### Sequential cells grouped by signal name, run 1

Bar = 20 um. Other sequential cells in the stronger grey, the rest of the logic in the fainter grey.
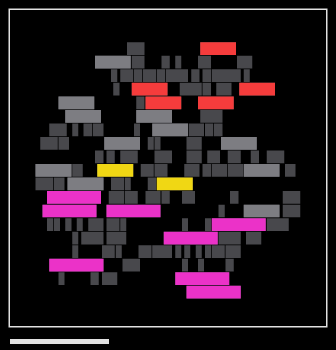
### M1 wires, run 1

Bar = 20 um.
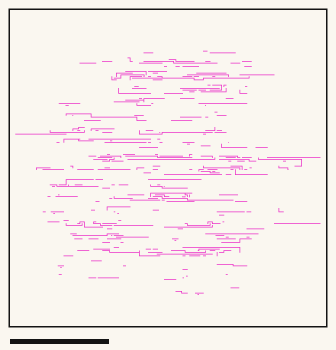
### The clock network, run 1

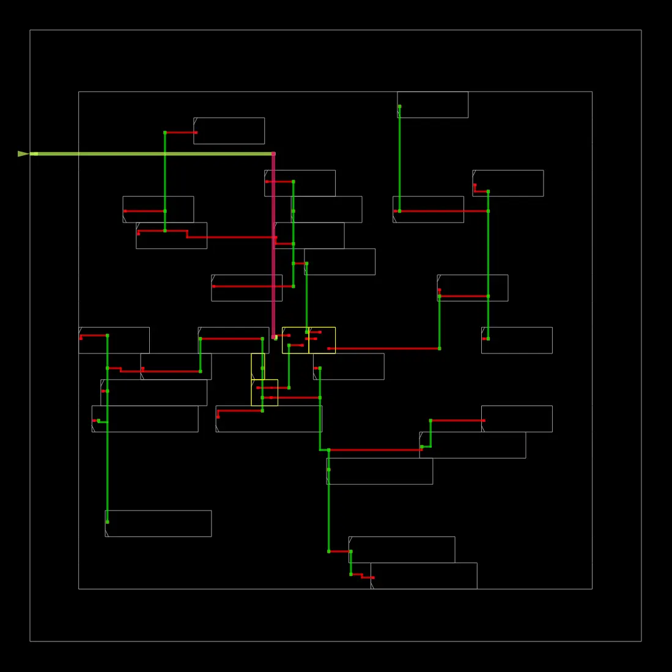
--- src/rtl/quad_decoder_if.sv ---
// Signal bundle between a quadrature encoder front end and the decoder.
// Contract: step is a one-cycle valid strobe with no ready; up_dn is meaningful when step is high and holds between steps.
interface quad_decoder_if;
    logic a_in;
    logic b_in;
    logic err_clr;
    logic step;
    logic up_dn;
    logic err;
    logic locked;
    logic dbg_state;

    modport master (
        output a_in,
        output b_in,
        output err_clr,
        input  step,
        input  up_dn,
        input  err,
        input  locked,
        input  dbg_state
    );

    modport slave (
        input  a_in,
        input  b_in,
        input  err_clr,
        output step,
        output up_dn,
        output err,
        output locked,
        output dbg_state
    );
endinterface

--- src/rtl/quad_decoder.sv ---
// Quadrature decoder: synchronizes and glitch-filters A/B, then emits one step pulse
// per legal Gray-code transition with direction, plus a sticky illegal-transition flag.
module quad_decoder #(
    parameter int FILT_LEN = 4
) (
    input  logic           clk,
    input  logic           rst,
    quad_decoder_if.slave  bus
);

    typedef enum logic {
        INIT  = 1'b0,
        TRACK = 1'b1
    } state_t;

    localparam logic [3:0] FILT_MAX  = 4'(FILT_LEN - 1);
    localparam logic [4:0] INIT_LAST = 5'(FILT_LEN + 1);

    // Bit 1 is channel A, bit 0 is channel B, so each vector reads as {A,B}.
    logic [1:0] sync1;
    logic [1:0] sync2;
    logic [1:0] filt;
    logic [1:0] prev;
    logic [3:0] cnt [2];
    logic [4:0] init_cnt;
    state_t     state;
    logic       step;
    logic       up_dn;
    logic       err;
    logic       locked;

    // Forward Gray sequence 00 -> 10 -> 11 -> 01 -> 00.
    function automatic logic [1:0] up_next(input logic [1:0] ab);
        case (ab)
            2'b00:   up_next = 2'b10;
            2'b10:   up_next = 2'b11;
            2'b11:   up_next = 2'b01;
            default: up_next = 2'b00;
        endcase
    endfunction

    always_ff @(posedge clk) begin
        if (rst) begin
            sync1    <= 2'b00;
            sync2    <= 2'b00;
            filt     <= 2'b00;
            prev     <= 2'b00;
            for (int i = 0; i < 2; i++) begin
                cnt[i] <= 4'd0;
            end
            init_cnt <= 5'd0;
            state    <= INIT;
            step     <= 1'b0;
            up_dn    <= 1'b1;
            err      <= 1'b0;
            locked   <= 1'b0;
        end else begin
            sync1 <= {bus.a_in, bus.b_in};
            sync2 <= sync1;
            step  <= 1'b0;
            if (bus.err_clr) begin
                err <= 1'b0;
            end
            case (state)
                INIT: begin
                    // Track the inputs directly so TRACK starts with no pending transition.
                    filt <= sync2;
                    prev <= sync2;
                    for (int i = 0; i < 2; i++) begin
                        cnt[i] <= 4'd0;
                    end
                    if (init_cnt == INIT_LAST) begin
                        state  <= TRACK;
                        locked <= 1'b1;
                    end else begin
                        init_cnt <= init_cnt + 5'd1;
                    end
                end
                TRACK: begin
                    for (int i = 0; i < 2; i++) begin
                        if (sync2[i] == filt[i]) begin
                            cnt[i] <= 4'd0;
                        end else if (cnt[i] == FILT_MAX) begin
                            filt[i] <= sync2[i];
                            cnt[i]  <= 4'd0;
                        end else begin
                            cnt[i] <= cnt[i] + 4'd1;
                        end
                    end
                    prev <= filt;
                    // Any single-bit change is legal; a double change sets err, which overrides err_clr.
                    if (filt != prev) begin
                        if (filt == up_next(prev)) begin
                            step  <= 1'b1;
                            up_dn <= 1'b1;
                        end else if (prev == up_next(filt)) begin
                            step  <= 1'b1;
                            up_dn <= 1'b0;
                        end else begin
                            err <= 1'b1;
                        end
                    end
                end
                default: begin
                    state <= INIT;
                end
            endcase
        end
    end

    assign bus.step      = step;
    assign bus.up_dn     = up_dn;
    assign bus.err       = err;
    assign bus.locked    = locked;
    assign bus.dbg_state = state;

endmodule

--- src/flat_wrapper.sv ---
// flat-port wrapper written by rule: the top's interface ports become plain ports
module quad_decoder_flat 
#(
    parameter int FILT_LEN = 4
)
  (clk, rst, bus_a_in, bus_b_in, bus_err_clr, bus_step, bus_up_dn, bus_err, bus_locked, bus_dbg_state);
  quad_decoder_if bus_i ();
  input  logic clk;
  input  logic rst;
  input wire logic [$bits(bus_i.a_in)-1:0] bus_a_in;
  input wire logic [$bits(bus_i.b_in)-1:0] bus_b_in;
  input wire logic [$bits(bus_i.err_clr)-1:0] bus_err_clr;
  output wire logic [$bits(bus_i.step)-1:0] bus_step;
  output wire logic [$bits(bus_i.up_dn)-1:0] bus_up_dn;
  output wire logic [$bits(bus_i.err)-1:0] bus_err;
  output wire logic [$bits(bus_i.locked)-1:0] bus_locked;
  output wire logic [$bits(bus_i.dbg_state)-1:0] bus_dbg_state;
  assign bus_i.a_in = bus_a_in;
  assign bus_i.b_in = bus_b_in;
  assign bus_i.err_clr = bus_err_clr;
  assign bus_step = bus_i.step;
  assign bus_up_dn = bus_i.up_dn;
  assign bus_err = bus_i.err;
  assign bus_locked = bus_i.locked;
  assign bus_dbg_state = bus_i.dbg_state;
  quad_decoder #(.FILT_LEN(FILT_LEN)) u_core (.clk(clk), .rst(rst), .bus(bus_i));
endmodule
--- config.mk ---
export PLATFORM = sky130hd
export DESIGN_NAME = quad_decoder_flat
export DESIGN_NICKNAME = d
export VERILOG_FILES = /design/src/rtl/quad_decoder_if.sv /design/src/rtl/quad_decoder.sv /design/src/flat_wrapper.sv
export SDC_FILE = /design/constraint.sdc
export NUM_CORES = 1
export LEC_CHECK = 0
export CORE_MARGIN = 5
export CORE_UTILIZATION = 40
export DETAILED_ROUTE_END_ITERATION = 6
export GPL_ROUTABILITY_DRIVEN = 0
export PLACE_DENSITY_LB_ADDON = 0.2
export SLEW_MARGIN = 20
export SYNTH_ARGS = -nofsm -noshare
export SYNTH_HDL_FRONTEND = slang
export SYNTH_SLANG_ARGS = --single-unit
--- constraint.sdc ---
create_clock -name clk -period 1.9 [get_ports clk]
set_input_delay 0.57 -clock clk [delete_from_list [all_inputs] [get_ports clk]]
set_output_delay 0.57 -clock clk [all_outputs]
set_load 0.02 [all_outputs]
==> results_dict.tcl, run 1 <==
# yosys + openroad results
set metrics [dict create \
    status "finished, final reports clean" \
    tns_ns 0 \
    grt_pass1_wl_mm 3.17 \
    grt_use_met3 0.0213 \
    tap_cells 31 \
    path_depth 1 \
    ant_nets 0 \
    drt_iter0_markers 19 \
    synthArstFlopShare 0 \
    min_path_type "register to register" \
    largestRegisters "u_core.cnt (8), u_core.init_cnt (5)" \
    drv_slew 0 \
    grt_usage 0.0937 \
    clock_power_share 0.252 \
    seqPwrFrac 0.661 \
    final_cell_mix "dfxtp_1, nor2_1" \
    simple_gate_share 0.204 \
    largestClassByArea "registers" \
    grt_start_max_net_pins 16 \
    clk_pin_slew_ns 0.13 \
    p_int_uw 718 \
    route.detailed.drc 0 \
    worst-path-max-fanout 2 \
    diodes 0 \
    critPathBufInv 1 \
    yosys.area.top_type "dfxtp_1" \
    clock_buffers 4 \
    ys_cells 107 \
    vias 772 \
    r2r-start "u_core.cnt[1][0]" \
    viasPerCell 4.95 \
    cts-hold-fix-buffers 0 \
    dp_slack_ns 0.0391 \
    p_sw_uw 207 \
    vdd_drop_max_v 0.000513 \
    fin_worst_skew_ns 0.00246 \
    ys_area_sq_um 1150 \
    clockBufferDepth 2 \
    cp_cell_sequence "clkdlybuf4s50_1" \
]
## Picture notes: 'Sequential cells grouped by signal name'
legend:
  magenta:
    signal: u_core.cnt
    flops: 8
  red:
    signal: u_core.init_cnt
    flops: 5
  yellow:
    signal: u_core.filt
    flops: 2
Core Util, Final: 0.477
flop share of the area: 0.456
FF/Latch Area: 601 sq um
seq pwr: 611 uW

## Picture notes: 'M1 wires'
nets with wire on the layer: 123
wire length on this layer: 841 um

## Picture notes: 'The clock network'
Seq cells: 26
Clock Sinks: 26

==> run 1 -> run 2 <==
--- a/config.mk
+++ b/config.mk
@@ -8,7 +8,6 @@
 export CORE_MARGIN = 5
 export CORE_UTILIZATION = 40
 export DETAILED_ROUTE_END_ITERATION = 6
-export GPL_ROUTABILITY_DRIVEN = 0
 export PLACE_DENSITY_LB_ADDON = 0.2
 export SLEW_MARGIN = 20
 export SYNTH_ARGS = -nofsm -noshare
==> run 2 against run 1 <==
  * Sequential power about the same
  * Clock power about the same
  * Sequential cell count unchanged
  * Sequential share of layout area unchanged
  * Critical endpoint unchanged
  * Highest routed layer unchanged
==> results_dict.tcl, run 2 <==
# yosys + openroad results
set metrics [dict create \
    status "finished, final reports clean" \
    grt_start_max_net_pins 16 \
    route.detailed.drc 0 \
    simple_gate_share 0.204 \
    grt_use_met3 0.0213 \
    drv_slew 0 \
    worst-path-max-fanout 2 \
    p_sw_uw 207 \
    clock_sinks 26 \
    critPathBufInv 1 \
    path_depth 1 \
    cp_cell_sequence "clkdlybuf4s50_1" \
    dp_slack_ns 0.0391 \
    sh_seq_area 0.456 \
    buffer_area_frac 0.0875 \
    tap_cells 31 \
    clockBufferDepth 2 \
    r2r-start "u_core.cnt[1][0]" \
    grt_usage 0.0937 \
    ant_nets 0 \
    vdd_drop_max_v 0.000513 \
    final_cell_mix "dfxtp_1, nor2_1" \
    flops 26 \
    ys_cells 107 \
    post-route-util 0.477 \
    diodes 0 \
    p_seq_uw 611 \
    drt_iter0_markers 19 \
    largestRegisters "u_core.cnt (8), u_core.init_cnt (5)" \
    ff_latch_area_sq_um 601 \
    ys_area_sq_um 1150 \
    synthArstFlopShare 0 \
    grt_pass1_wl_mm 3.17 \
    largestClassByArea "registers" \
    tns_ns 0 \
    cts-hold-fix-buffers 0 \
    clk_pin_slew_ns 0.13 \
    r2r-end "u_core.cnt[1][3]" \
    viasPerCell 4.95 \
    vias 772 \
]
### M1 wires, run 2

Bar = 20 um.
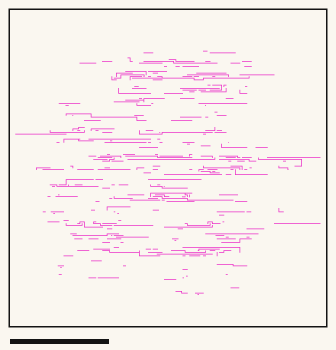
nets with wire on the layer: 123
main direction: horizontal

### The clock network, run 2

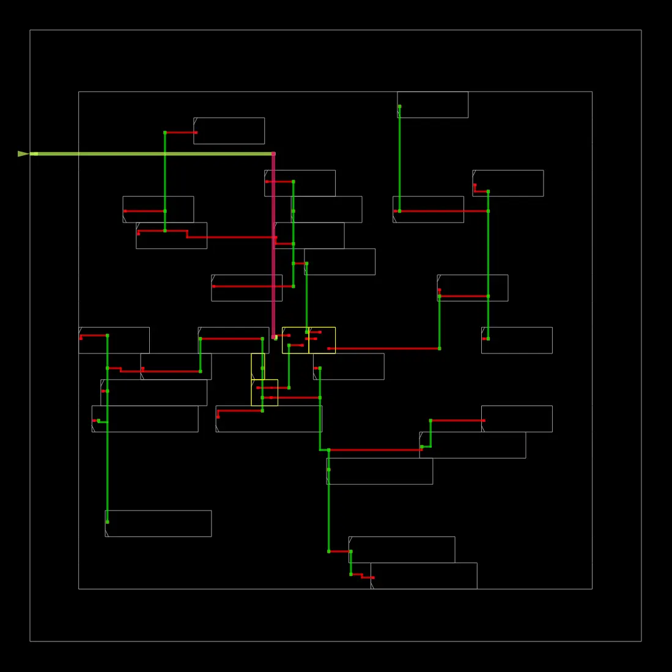
Num CTS Buffers: 3
Max Clock Skew: 0.00246 ns
clk pwr: 233 uW
clk_lat worst skew: 0.30 ns
Clock buffer cells: 4

Power and IR drop assume default switching activity.
